$ cat src/rtl/fetch_unit.sv
// rtl/fetch_unit.sv - instruction fetch: PC, single-outstanding req/ack memory port, decode queue
// Optional misaligned-target trap enabled by defining FETCH_MISALIGN_EN.
module fetch_unit #(
  parameter logic [31:0] RESET_VECTOR = 32'h0000_0000,
  parameter int          QUEUE_DEPTH  = 2
) (
  input  logic        i_clk,
  input  logic        i_rst_n,
  input  logic        i_br_en,
  input  logic [31:0] i_br_addr,
  input  logic        i_stall,
  output logic        o_im_req,
  output logic [31:0] o_im_addr,
  input  logic        i_im_ack,
  input  logic [31:0] i_im_dat,
  output logic        o_valid,
  output logic [31:0] o_pc,
  output logic [31:0] o_inst,
  output logic        o_misalign
);

  localparam int AW = (QUEUE_DEPTH > 2) ? 2 : 1;
  localparam int CW = AW + 1;
  localparam logic [CW-1:0] DEPTH_C = CW'(QUEUE_DEPTH);
  localparam logic [CW-1:0] CNT_ONE = CW'(1);
  localparam logic [AW-1:0] PTR_ONE = AW'(1);

  typedef enum logic [1:0] {IDLE, REQ, KILL} state_t;

  state_t        state, state_next;
  logic [31:0]   pc, pc_next;
  logic [31:0]   kill_addr, kill_addr_next;
  logic [31:0]   target;
  logic [31:0]   q_pc   [QUEUE_DEPTH];
  logic [31:0]   q_inst [QUEUE_DEPTH];
  logic [AW-1:0] rd_ptr, wr_ptr;
  logic [CW-1:0] count, count_next, count_push;
  logic          pop, push, flush, space;
  logic          br_ok, br_mis;
  logic          mis_q, mis_next;

  assign target     = {i_br_addr[31:2], 2'b00};
  assign br_ok      = i_br_en && !br_mis;
  assign flush      = i_br_en;
  assign pop        = o_valid && !i_stall;
  assign space      = (count < DEPTH_C) || pop;
  assign count_push = pop ? count : count + CNT_ONE;

`ifdef FETCH_MISALIGN_EN
  assign br_mis   = i_br_en && (i_br_addr[1:0] != 2'b00);
  assign mis_next = br_mis ? 1'b1 : (i_br_en ? 1'b0 : mis_q);

  always_ff @(posedge i_clk or negedge i_rst_n) begin
    if (!i_rst_n) begin
      mis_q <= 1'b0;
    end else begin
      mis_q <= mis_next;
    end
  end
`else
  logic unused_br_low;
  assign unused_br_low = ^i_br_addr[1:0];
  assign br_mis        = 1'b0;
  assign mis_q         = 1'b0;
  assign mis_next      = 1'b0;
`endif

  assign o_misalign = mis_q;

  always_comb begin
    state_next     = state;
    pc_next        = pc;
    kill_addr_next = kill_addr;
    push           = 1'b0;
    o_im_req       = 1'b0;
    case (state)
      IDLE: begin
        if (br_ok) begin
          pc_next    = target;
          state_next = REQ;
        end else if (!br_mis && space && !mis_q) begin
          state_next = REQ;
        end
      end
      REQ: begin
        o_im_req       = 1'b1;
        kill_addr_next = pc;
        if (br_ok) begin
          pc_next    = target;
          state_next = i_im_ack ? REQ : KILL;
        end else if (br_mis) begin
          state_next = i_im_ack ? IDLE : KILL;
        end else if (i_im_ack) begin
          push       = 1'b1;
          pc_next    = pc + 32'd4;
          state_next = (count_push < DEPTH_C) ? REQ : IDLE;
        end
      end
      KILL: begin
        // The old request stays on the bus until memory answers; its data is dropped.
        o_im_req = 1'b1;
        if (br_ok) begin
          pc_next = target;
        end
        if (i_im_ack) begin
          state_next = mis_next ? IDLE : REQ;
        end
      end
      default: state_next = IDLE;
    endcase
  end

  assign o_im_addr = (state == KILL) ? kill_addr : pc;

  always_comb begin
    count_next = count;
    if (flush) begin
      count_next = '0;
    end else if (push && !pop) begin
      count_next = count + CNT_ONE;
    end else if (pop && !push) begin
      count_next = count - CNT_ONE;
    end
  end

  always_ff @(posedge i_clk or negedge i_rst_n) begin
    if (!i_rst_n) begin
      state     <= IDLE;
      pc        <= RESET_VECTOR;
      kill_addr <= '0;
      rd_ptr    <= '0;
      wr_ptr    <= '0;
      count     <= '0;
      for (int i = 0; i < QUEUE_DEPTH; i++) begin
        q_pc[i]   <= '0;
        q_inst[i] <= '0;
      end
    end else begin
      state     <= state_next;
      pc        <= pc_next;
      kill_addr <= kill_addr_next;
      count     <= count_next;
      if (flush) begin
        rd_ptr <= '0;
        wr_ptr <= '0;
      end else begin
        if (push) begin
          q_pc[wr_ptr]   <= pc;
          q_inst[wr_ptr] <= i_im_dat;
          wr_ptr         <= wr_ptr + PTR_ONE;
        end
        if (pop) begin
          rd_ptr <= rd_ptr + PTR_ONE;
        end
      end
    end
  end

  assign o_valid = (count != '0);
  assign o_pc    = o_valid ? q_pc[rd_ptr] : '0;
  assign o_inst  = o_valid ? q_inst[rd_ptr] : '0;

endmodule

$ cat config.mk
export PLATFORM = sky130hd
export DESIGN_NAME = fetch_unit
export DESIGN_NICKNAME = d
export VERILOG_FILES = /design/src/rtl/fetch_unit.sv
export SDC_FILE = /design/constraint.sdc
export NUM_CORES = 1
export LEC_CHECK = 0
export CORE_MARGIN = 1
export CORE_UTILIZATION = 40
export DETAILED_ROUTE_END_ITERATION = 8
export GPL_TIMING_DRIVEN = 0
export PLACE_DENSITY = 0.62
export SLEW_MARGIN = 25
export SYNTH_ARGS = -nofsm -noshare
export SYNTH_HDL_FRONTEND = slang
export SYNTH_SLANG_ARGS = --single-unit
$ cat constraint.sdc
create_clock -name i_clk -period 2.1 [get_ports i_clk]
set_input_delay 0.42 -clock i_clk [delete_from_list [all_inputs] [get_ports i_clk]]
set_output_delay 0.42 -clock i_clk [all_outputs]
set_load 0.005 [all_outputs]
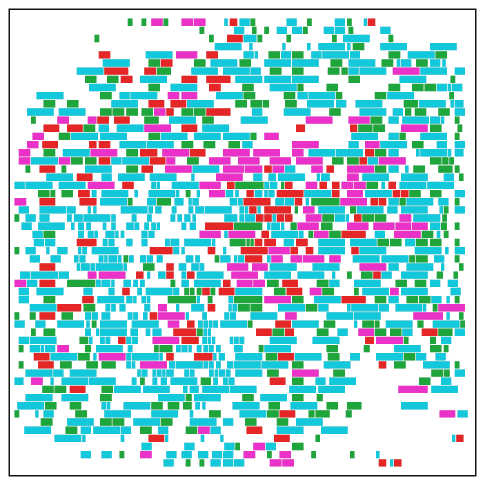
Figure 1: run 1, sizing map.
Drawn at 3 px/um.
legend:
  _2 cells:
    colour: green
    cells: 275
    share: 26%
    most_used: mux2_2
  _0 and _1 cells:
    colour: cyan
    cells: 563
    share: 53%
    most_used: dfrtp_1
  _3 and _4 cells:
    colour: red
    cells: 119
    share: 11%
    most_used: buf_4
  _6 and larger:
    colour: magenta
    cells: 102
    share: 9.6%
    most_used: buf_6

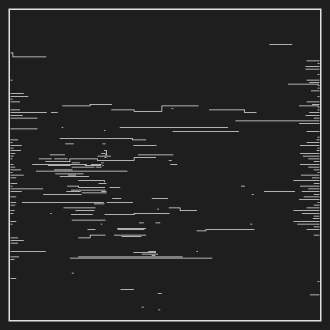
Figure 2: run 1, M3 wires.
Drawn at 2 px/um.
nets with wire on the layer: 161
wire length on this layer: 1,640 um
longest straight run: 70.8 um
share of all routed wire: 6.2%
met3 Usage GRT: 4.87%
total wire length: 26,400 um
via count: 7,251

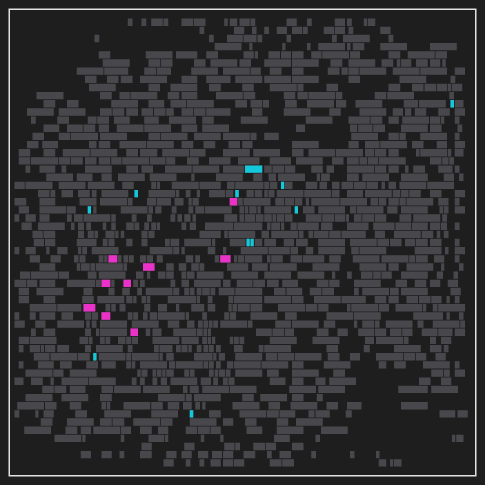
Figure 3: run 1, selected gate families.
Drawn at 3 px/um.
legend:
  inv cells:
    colour: cyan
    cells: 11
  non-inverting ao/oa cells:
    colour: magenta
    cells: 9
    where: left middle

==> metrics.yaml, run 1 <==
status: "finished with violations"
violations: "setup timing"
grt_usage_pct: 21.8
grt_pass1_wl_um: 40200
relSlewSlack_pct: 59.3
maxCapViolCount: 0
met1_length_um: 12100
path_clk_slew_ps: 70
clock-sinks: 190
synthXorXnorAreaFrac_pct: 0.374
clockBufferDepth: 2
fp-utilization_pct: 41.1
crit_type: "reg2out"
start_kind: "flip-flop"
final_antenna_net_count: 0
rsz0062_at_grt: "true"
ys_types: 53
globalRouteMet1Util_pct: 30.4
vias_per_cell: 5.28
ys_sh_adder_pct: 0.801
numPlacedInstances: 1283
n_antenna_cell: 0
drive_above_1_share_pct: 46.8
reg2reg_depth: 11
clock.fmax_mhz: 427
design.core.area_mm2: 0.0228
cts_setup_buffers: 34
synth_top_cell_by_count: "dfrtp_1"
grt-ovfl-total: 0
grt_busiest_layer: "met2"
cts_made_buffers: 17
insertion_delay_ps: 440
largest_area_cell: "dfrtp_1"
io_buffers: 159
place_congestion: 0.867
wire_per_inst_um: 19.2
min_path_type: "in2async"
area_growth_pct: 42.1
drtPass1Iterations: 6
period_used_pct: 112
layout_top_cells: "dfrtp_1, mux2_2, clkdlybuf4s50_1"
layout_top_cell_excl_fill_tap: "dfrtp_1"
cts_tree: "built"
tightest_slew_ps: 611
syn_area_mm2: 0.00937
ioPinCount: 168
drc: 0
clockRootBuffer: "clkbuf_16"
r2r_start: "state[1]$_DFFE_PN0P_"
antenna_found_initial: 0
yosys_cells: 805
synth-compound-area-share_pct: 7.05
setup_viol: 34
ys_warn_count: 0
vdd_drop_max_uv: 674
p_per_area_mw_per_mm2: 1580
synthCells: 805
ys_top_logic_family: "multiplexers"
yosys-stat-area_mm2: 0.00937
synthTopCellsByArea: "dfrtp_1, mux2_2, mux2i_1, nor2_1, a21oi_1"
stdcell_count: 1372
fin_tns_setup_ps: -3670
warning_count: 33
worstPathArrival_ps: 1920
grt_pass1_vias: 7349
drt_iter0_drc: 465
top_cells_by_count: "dfrtp_1, mux2_2, nor2_1"
worst_slack_ps: -244
end_kind: "output port"
rows: 55
avgSynthCellArea_um2: 11.6
chipWidth_um: 155
ys_seq_share_pct: 50.8
design_area_mm2: 0.0133
==> run 1: state kept, by name, summed over array words and instances, names as in the netlist <==
register	flops
q_pc	60
count	2
pc	30
rd_ptr	1
wr_ptr	1
kill_addr	30
state	2
q_inst	64
==> run 1: kinds of logic after synthesis <==
kind of cell	Yosys count
adder cells (fa/ha/maj)	6
AND/OR/NAND/NOR	182
AND-OR/OR-AND	106
flip-flops	190
other	1
buffers and inverters	76
XOR/XNOR	4
multiplexers	240
==> run 1: per-stage QoR <==
stage	setup slack [ps]	util, %	hold WS (ps)
6_report	-244	58.5	460
4_1_cts	-275	56.7	462
5_1_grt	-300	58.5	487
2_1_floorplan	22.1	-	124
3_5_place_dp	-822	50.2	329
3_3_place_gp	-7580	49.9	467
==> run 1: report_power, final <==
group | switching [mW] | internal [mW]
sequential | 1.31 | 5.46
combinational | 4.98 | 6.14
clock | 1.54 | 1.59
==> run 1: critical path, cell delays in order, from the launching register on <==
cell and delay, ps:
dfrtp_2 460, ha_4 210, buf_8 150, buf_8 130, buf_6 110, mux2_4 310, buf_6 120
==> run 1: worst max-delay path by stage <==
stage	to	slack, ps	cells past startpoint
2_1_floorplan	q_inst[0]$_DFFE_PN0P_	20	9
3_3_place_gp	q_pc[54]$_DFFE_PN0P_	-7580	1
3_5_place_dp	o_im_addr[30]	-820	6
4_1_cts	o_im_addr[7]	-280	6
5_1_grt	o_im_addr[25]	-300	7
6_report	o_im_addr[25]	-240	6
==> run 1: area by class of cell <==
type                       count  area, um^2  share of cell area, %
clock buffer                  18         439                   3.30
inverter                      11        53.8                  0.404
buffer                        59         613                   4.60
timing repair buffer         224        2120                   16.0
sequential                   190        4760                   35.8
tap                          313         392                   2.94
clock inverter                14         121                  0.912
multi-input combinational    543        4810                   36.1
==> run 2: changes to the inputs <==
--- a/config.mk
+++ b/config.mk
@@ -7,6 +7,7 @@
 export LEC_CHECK = 0
 export CORE_MARGIN = 1
 export CORE_UTILIZATION = 40
+export CTS_CLUSTER_SIZE = 16
 export DETAILED_ROUTE_END_ITERATION = 8
 export GPL_TIMING_DRIVEN = 0
 export PLACE_DENSITY = 0.62
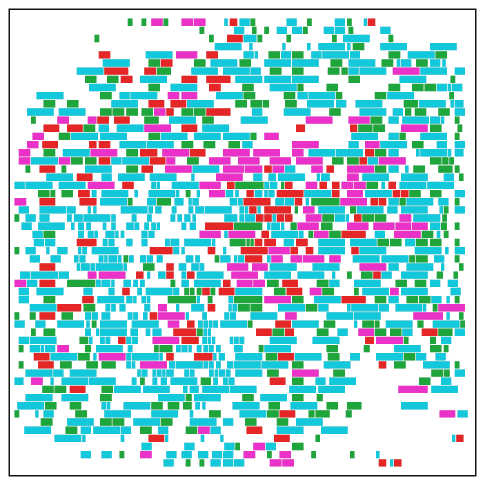
Figure 4: run 2, sizing map.
Drawn at 3 px/um.
legend:
  _6 and larger:
    colour: magenta
    cells: 102
    share: 9.6%
    most_used: buf_6
  _3 and _4 cells:
    colour: red
    cells: 119
    share: 11%
    most_used: buf_4
  _2 cells:
    colour: green
    cells: 275
    share: 26%
    most_used: mux2_2
  _0 and _1 cells:
    colour: cyan
    cells: 563
    share: 53%
    most_used: dfrtp_1

==> metrics.yaml, run 2 <==
status: "finished with violations"
violations: "setup timing"
grt-ovfl-total: 0
async_flop_share_pct: 100
maxCapViolCount: 0
min_path_type: "in2async"
area_growth_pct: 42.1
synth_top_cell_by_count: "dfrtp_1"
taps: 313
crit_type: "reg2out"
reg2reg_depth: 11
drc: 0
vdd_drop_max_uv: 674
relSlewSlack_pct: 59.3
postLayoutCoreUtil_pct: 58.5
grt_pass1_vias: 7349
worst_slack_ps: -244
clock_skew_ps: 6.73
p_per_area_mw_per_mm2: 1580
layout.area.comb_mm2: 0.00481
ioPinCount: 168
chipWidth_um: 155
die_h_um: 155
crit_buf_inv: 4
clockRootBuffer: "clkbuf_16"
rows: 55
insertion_delay_ps: 440
hold_violations: 0
dominant_cells: "combinational gates"
inverters: 11
warning_count: 33
finalMaxSlewViolations: 0
n_antenna_cell: 0
crit_start: "state[1]$_DFFE_PN0P_"
cp_slowest_stage_delay_ps: 460
comb_cells: 543
cp_num_cells: 6
cts_made_buffers: 17
power.leakage_nw: 5.74
period_used_pct: 112
design_area_mm2: 0.0133
top_register: "q_inst"
crit_chain: "ha_4, buf_8, buf_8, buf_6, mux2_4, buf_6"
fill_cells: 1909
ys_seq_share_pct: 50.8
stdcell_count: 1372
drt_iter0_drc: 465
dp_hpwl_um: 16700
path_max_fanout: 6
grt_pass1_wl_um: 40200
yosys-stat-area_mm2: 0.00937
ys_warn_count: 0
htreeDepth: 4
layout_top_cell_excl_fill_tap: "dfrtp_1"
num_vias: 7251
reg.largest.list: "q_inst x64, q_pc x60"
numPlacedInstances: 1283
clockBufferCount: 18
layout_top_cells: "dfrtp_1, mux2_2, clkdlybuf4s50_1"
fin_tns_setup_ps: -3670
signal_buffers: 283
ys_ff: 190
io_buffers: 159
tightest_slew_ps: 611
ff_type: "dfrtp_1"
place_congestion: 0.867
syn_area_mm2: 0.00937
largest_area_cell: "dfrtp_1"
cts_tree: "built"
drt_wl_total_um: 26400
worstPathArrival_ps: 1920
period_minus_slack_ps: 2340
clock_area_share_pct: 4.21
rrSetupSlack_ps: 10
top_cell_area_share_pct: 50.8
synth-edff-count: 0
grt_usage_pct: 21.8
top_cells_by_count: "dfrtp_1, mux2_2, nor2_1"
clockBufferDepth: 2
ys_types: 53
critical_path.top_delay_family: "buffers and inverters"
yosys_cells: 805
required_ps: 1680
design.core.area_mm2: 0.0228
end_kind: "output port"
cp_slowest_cell: "dfrtp_2"
fp-utilization_pct: 41.1
r2r_start: "state[1]$_DFFE_PN0P_"
endpoint: "o_im_addr[25]"
comb_share_pct: 36.1
dieArea_mm2: 0.0240
grt_max_degree: 76
setup_viol: 34
buffer_area_share_pct: 20.6
clock-sinks: 190
seq_cell_count: 190
seq_share_pct: 35.8
synthCells: 805
final_nets: 1121
synthTopCellsByArea: "dfrtp_1, mux2_2, mux2i_1, nor2_1, a21oi_1"
wire_per_inst_um: 19.2
antenna_found_initial: 0
vias_per_cell: 5.28
placed_area_mm2: 0.0114
seq_area_mm2: 0.00476
avgSynthCellArea_um2: 11.6
final_antenna_net_count: 0
drive_above_1_share_pct: 46.8
largest_register_ffs: 64
rsz0062_at_grt: "true"
clock.fmax_mhz: 427
r2r-end: "q_inst[54]$_DFFE_PN0P_"
path_clk_slew_ps: 70
holdWs_ps: 460
drtPass1Iterations: 6
start_kind: "flip-flop"
-- run 2: cell counts after synthesis --
Identical to the previous run, type by type.
-- run 2: per-layer routing --
| metal | share of wire, % | track usage, % | vias to the layer above | wire length, um |
|---|---|---|---|---|
| met5 | 0 | 0 | - | 0 |
| met4 | 2.3 | 7.97 | 0 | 607 |
| met3 | 6.2 | 4.87 | 41 | 1640 |
| met2 | 46 | 33.3 | 251 | 12000 |
| met1 | 46 | 30.4 | 3604 | 12100 |
| li1 | - | - | 3355 | - |
-- run 2: repair_timing --
| item | CTS | global route |
|---|---|---|
| hold endpoints to repair | 40 | 0 |
| hold buffers | 1 | 0 |
| gates resized | 392 | 232 |
| pin swaps | 9 | 18 |
| buffers inserted | 34 | 18 |
| setup endpoints to repair | 259 | 252 |
| gates cloned | 5 | 8 |
-- run 2: through the flow --
stage	power (mW)	worst slack (ps)
after floorplan	11.7	22.1
after global placement	15.6	-7580
after detailed placement	15.8	-822
after CTS	20.1	-275
after global routing	22.4	-300
final	21.0	-244
-- run 2: cells by family (layout without fill, tap and decap cells) --
group,after synthesis,after routing,share of synthesized area [%]
multiplexers,240,240,28.0
flip-flops,190,190,50.8
AND/OR/NAND/NOR,182,182,9.38
AND-OR/OR-AND,106,106,7.05
buffers and inverters,76,326,3.59
adder cells (fa/ha/maj),6,6,0.801
XOR/XNOR,4,4,0.374
other,1,5,0.0400
-- run 2: worst reg2reg max path, delay by kind of cell, from the launching register on --
kind / cells / cell delay, ps
buf+inv: 6 / 680
flops: 1 / 460
simple gates: 3 / 390
mux: 1 / 330
fa+ha+maj: 1 / 120
-- run 2: report_power, final --
group          total (mW)  switching [mW]  internal [mW]
clock network        3.13            1.54           1.59
logic                11.1            4.98           6.14
registers            6.77            1.31           5.46
total                21.0            7.83           13.2
Figure 5. Congestion heat map (run 2).
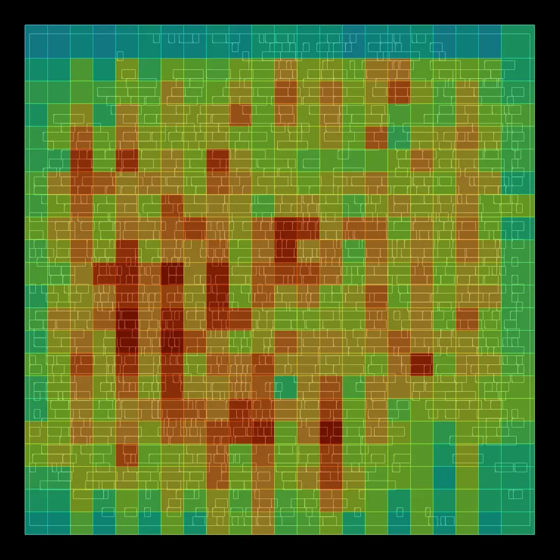

==> run 3: changes to the inputs <==
--- a/config.mk
+++ b/config.mk
@@ -10,8 +10,9 @@
 export CTS_CLUSTER_SIZE = 16
 export DETAILED_ROUTE_END_ITERATION = 8
 export GPL_TIMING_DRIVEN = 0
-export PLACE_DENSITY = 0.62
+export PLACE_DENSITY = 0.6
 export SLEW_MARGIN = 25
 export SYNTH_ARGS = -nofsm -noshare
 export SYNTH_HDL_FRONTEND = slang
 export SYNTH_SLANG_ARGS = --single-unit
+export TNS_END_PERCENT = 100
==> constraint.sdc (replaced) <==
create_clock -name i_clk -period 3 [get_ports i_clk]
set_input_delay 0.6 -clock i_clk [delete_from_list [all_inputs] [get_ports i_clk]]
set_output_delay 0.6 -clock i_clk [all_outputs]
set_load 0.005 [all_outputs]
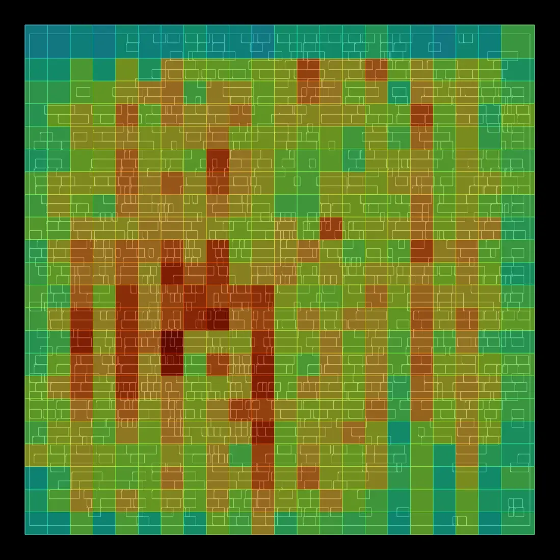
Figure 6: run 3, congestion heat map.
drt wl/cell: 18.1 um
met2 GRT Util: 31.9%

==> metrics.yaml, run 3 <==
rows: 55
largest_register_ffs: 64
taps: 313
clockBufferCount: 18
htreeDepth: 4
place_congestion: 0.848
grt_pass1_wl_um: 38500
dp_hpwl_um: 16600
ys_top_logic_family: "multiplexers"
clock_skew_ps: 9.33
p_seq_share_pct: 35.2
warning_count: 31
min_path_cells: 2
swShare_pct: 35.8
ys_sh_adder_pct: 0.801
drc: 0
vdd_drop_max_uv: 503
avgSynthCellArea_um2: 11.6
signal_buffers: 227
clock-sinks: 190
power.leakage_nw: 4.94
largest_area_cell: "dfrtp_1"
tightest_slew_ps: 826
chipWidth_um: 155
synthXorXnorAreaFrac_pct: 0.374
period_used_pct: 96.7
comb_cells: 543
area_growth_pct: 28.9
grt_max_degree: 91
grt-ovfl-total: 0
end_kind: "output port"
cts_made_buffers: 17
p_per_area_mw_per_mm2: 1090
placed_area_mm2: 0.0114
reg.largest.list: "q_inst x64, q_pc x60"
p_sw_mw: 4.72
cp_num_cells: 5
grt_pass1_vias: 6816
setup_viol: 0
pwr-share-clk_pct: 16.5
syn_area_mm2: 0.00937
comb_share_pct: 35.7
start_kind: "flip-flop"
yosys-stat-area_mm2: 0.00937
drt_iter0_drc: 377
hold_violations: 0
clock_area_share_pct: 4.61
design_area_mm2: 0.0121
ff_type: "dfrtp_1"
final_antenna_net_count: 0
min_path_type: "reg2reg"
inverters: 11
required_ps: 2400
num_vias: 6882
finalMaxSlewViolations: 0
ys_types: 53
n_antenna_cell: 0
crit_type: "reg2out"
crit_buf_inv: 3
reg2reg_depth: 9
critical_path.top_delay_family: "buffers and inverters"
seq_share_pct: 39.4
synth-compound-area-share_pct: 7.05
final_nets: 1065
vias_per_cell: 5.23
ys_warn_count: 0
fp-utilization_pct: 41.1
period_minus_slack_ps: 2900
layout.area.comb_mm2: 0.00431
fill_cells: 2041
dominant_cells: "sequential cells"
yosys_cells: 805
drt_wl_total_um: 23900
grt_usage_pct: 20.9
layout_top_cell_excl_fill_tap: "dfrtp_1"
clockBufferDepth: 2
synthCells: 805
clockRootBuffer: "clkbuf_16"
clock.fmax_mhz: 345
muxShareOfSynthArea_pct: 28.0
ys_ff: 190
async_flop_share_pct: 100
drive_above_1_share_pct: 26.8
cts_tree: "built"
top_cells_by_count: "dfrtp_1, mux2_2, nor2_1"
top_register: "q_inst"
cp_slowest_stage_delay_ps: 450
maxCapViolCount: 0
internal-power_mw: 8.44
total_power_mw: 13.2
dieArea_mm2: 0.0240
layout_top_cells: "dfrtp_1, mux2_2, clkdlybuf4s50_1"
path_max_fanout: 10
seq_area_mm2: 0.00476
synth_top_cell_by_count: "dfrtp_1"
ys_seq_share_pct: 50.8
path_clk_slew_ps: 70
insertion_delay_ps: 440
io_buffers: 159
antenna_found_initial: 0
holdWs_ps: 491
buffer_area_share_pct: 16.8
drtPass1Iterations: 7
relSlewSlack_pct: 44.9
simple_gate_share_pct: 9.38
combPwrFrac_pct: 48.3
worstPathArrival_ps: 2300
seq_cell_count: 190
top_cell_area_share_pct: 50.8
cp_slowest_cell: "clkdlybuf4s50_1"
synthTopCellsByArea: "dfrtp_1, mux2_2, mux2i_1, nor2_1, a21oi_1"
synth-edff-count: 0
rsz0062_at_grt: "false"
ioPinCount: 168
crit_chain: "inv_2, ha_4, buf_2, mux2_2, clkdlybuf4s50_1"
die_h_um: 155
status: "finished clean"
fin_tns_setup_ps: 0
design.core.area_mm2: 0.0228
run 3: power groups by stage:
stage	sequential [mW]	clock [mW]	combinational (mW)
2_1_floorplan	4.39	0	3.82
3_3_place_gp	4.62	0	6.30
3_5_place_dp	4.66	0	6.37
4_1_cts	4.63	2.23	6.42
5_1_grt	4.81	2.34	6.99
6_report	4.63	2.17	6.36
run 3: timing repair:
| action | CTS | global route |
|---|---|---|
| gates cloned | 0 | 0 |
| pin swaps | 0 | 0 |
| setup endpoints to repair | 90 | 84 |
| hold buffers | 1 | 0 |
| resized | 30 | 5 |
| buffers inserted | 0 | 2 |
| endpoints found under the hold margin | 12 | 0 |
run 3: worst paths after layout:
check                                      from                     end  slack, ps
setup / recovery           state[0]$_DFFE_PN0P_           o_im_addr[17]        100
hold / removal             q_pc[26]$_DFFE_PN0P_    q_pc[26]$_DFFE_PN0P_        490
setup reg to reg           state[1]$_DFFE_PN0P_    q_pc[45]$_DFFE_PN0P_        320
hold reg to reg            q_pc[26]$_DFFE_PN0P_    q_pc[26]$_DFFE_PN0P_        490
max in group asynchronous               i_rst_n     q_pc[4]$_DFFE_PN0P_       1750
min in group asynchronous               i_rst_n  q_inst[23]$_DFFE_PN0P_        570
run 3: per-stage QoR:
stage / util, % / std cells / setup WS (ps)
3_5_place_dp: 50.2 / 1283 / -367
2_1_floorplan: - / 809 / 604
4_1_cts: 52.9 / 1314 / 19.7
3_3_place_gp: 49.9 / 1281 / -7020
6_report: 53.0 / 1316 / 99.6
5_1_grt: 53.0 / 1316 / 6.50
run 3: layer usage:
layer  global-route usage (%)  vias up  share of wire (%)  routed length (um)
met5                        0        -                  0                   0
li1                         -     3252                  -                   -
met1                     29.7     3384                 49               11600
met2                     31.9      222                 44               10600
met4                     7.07        0                1.7                 395
met3                     4.09       24                5.2                1250
No activity file was given, so power comes from the tool's default toggle rates.
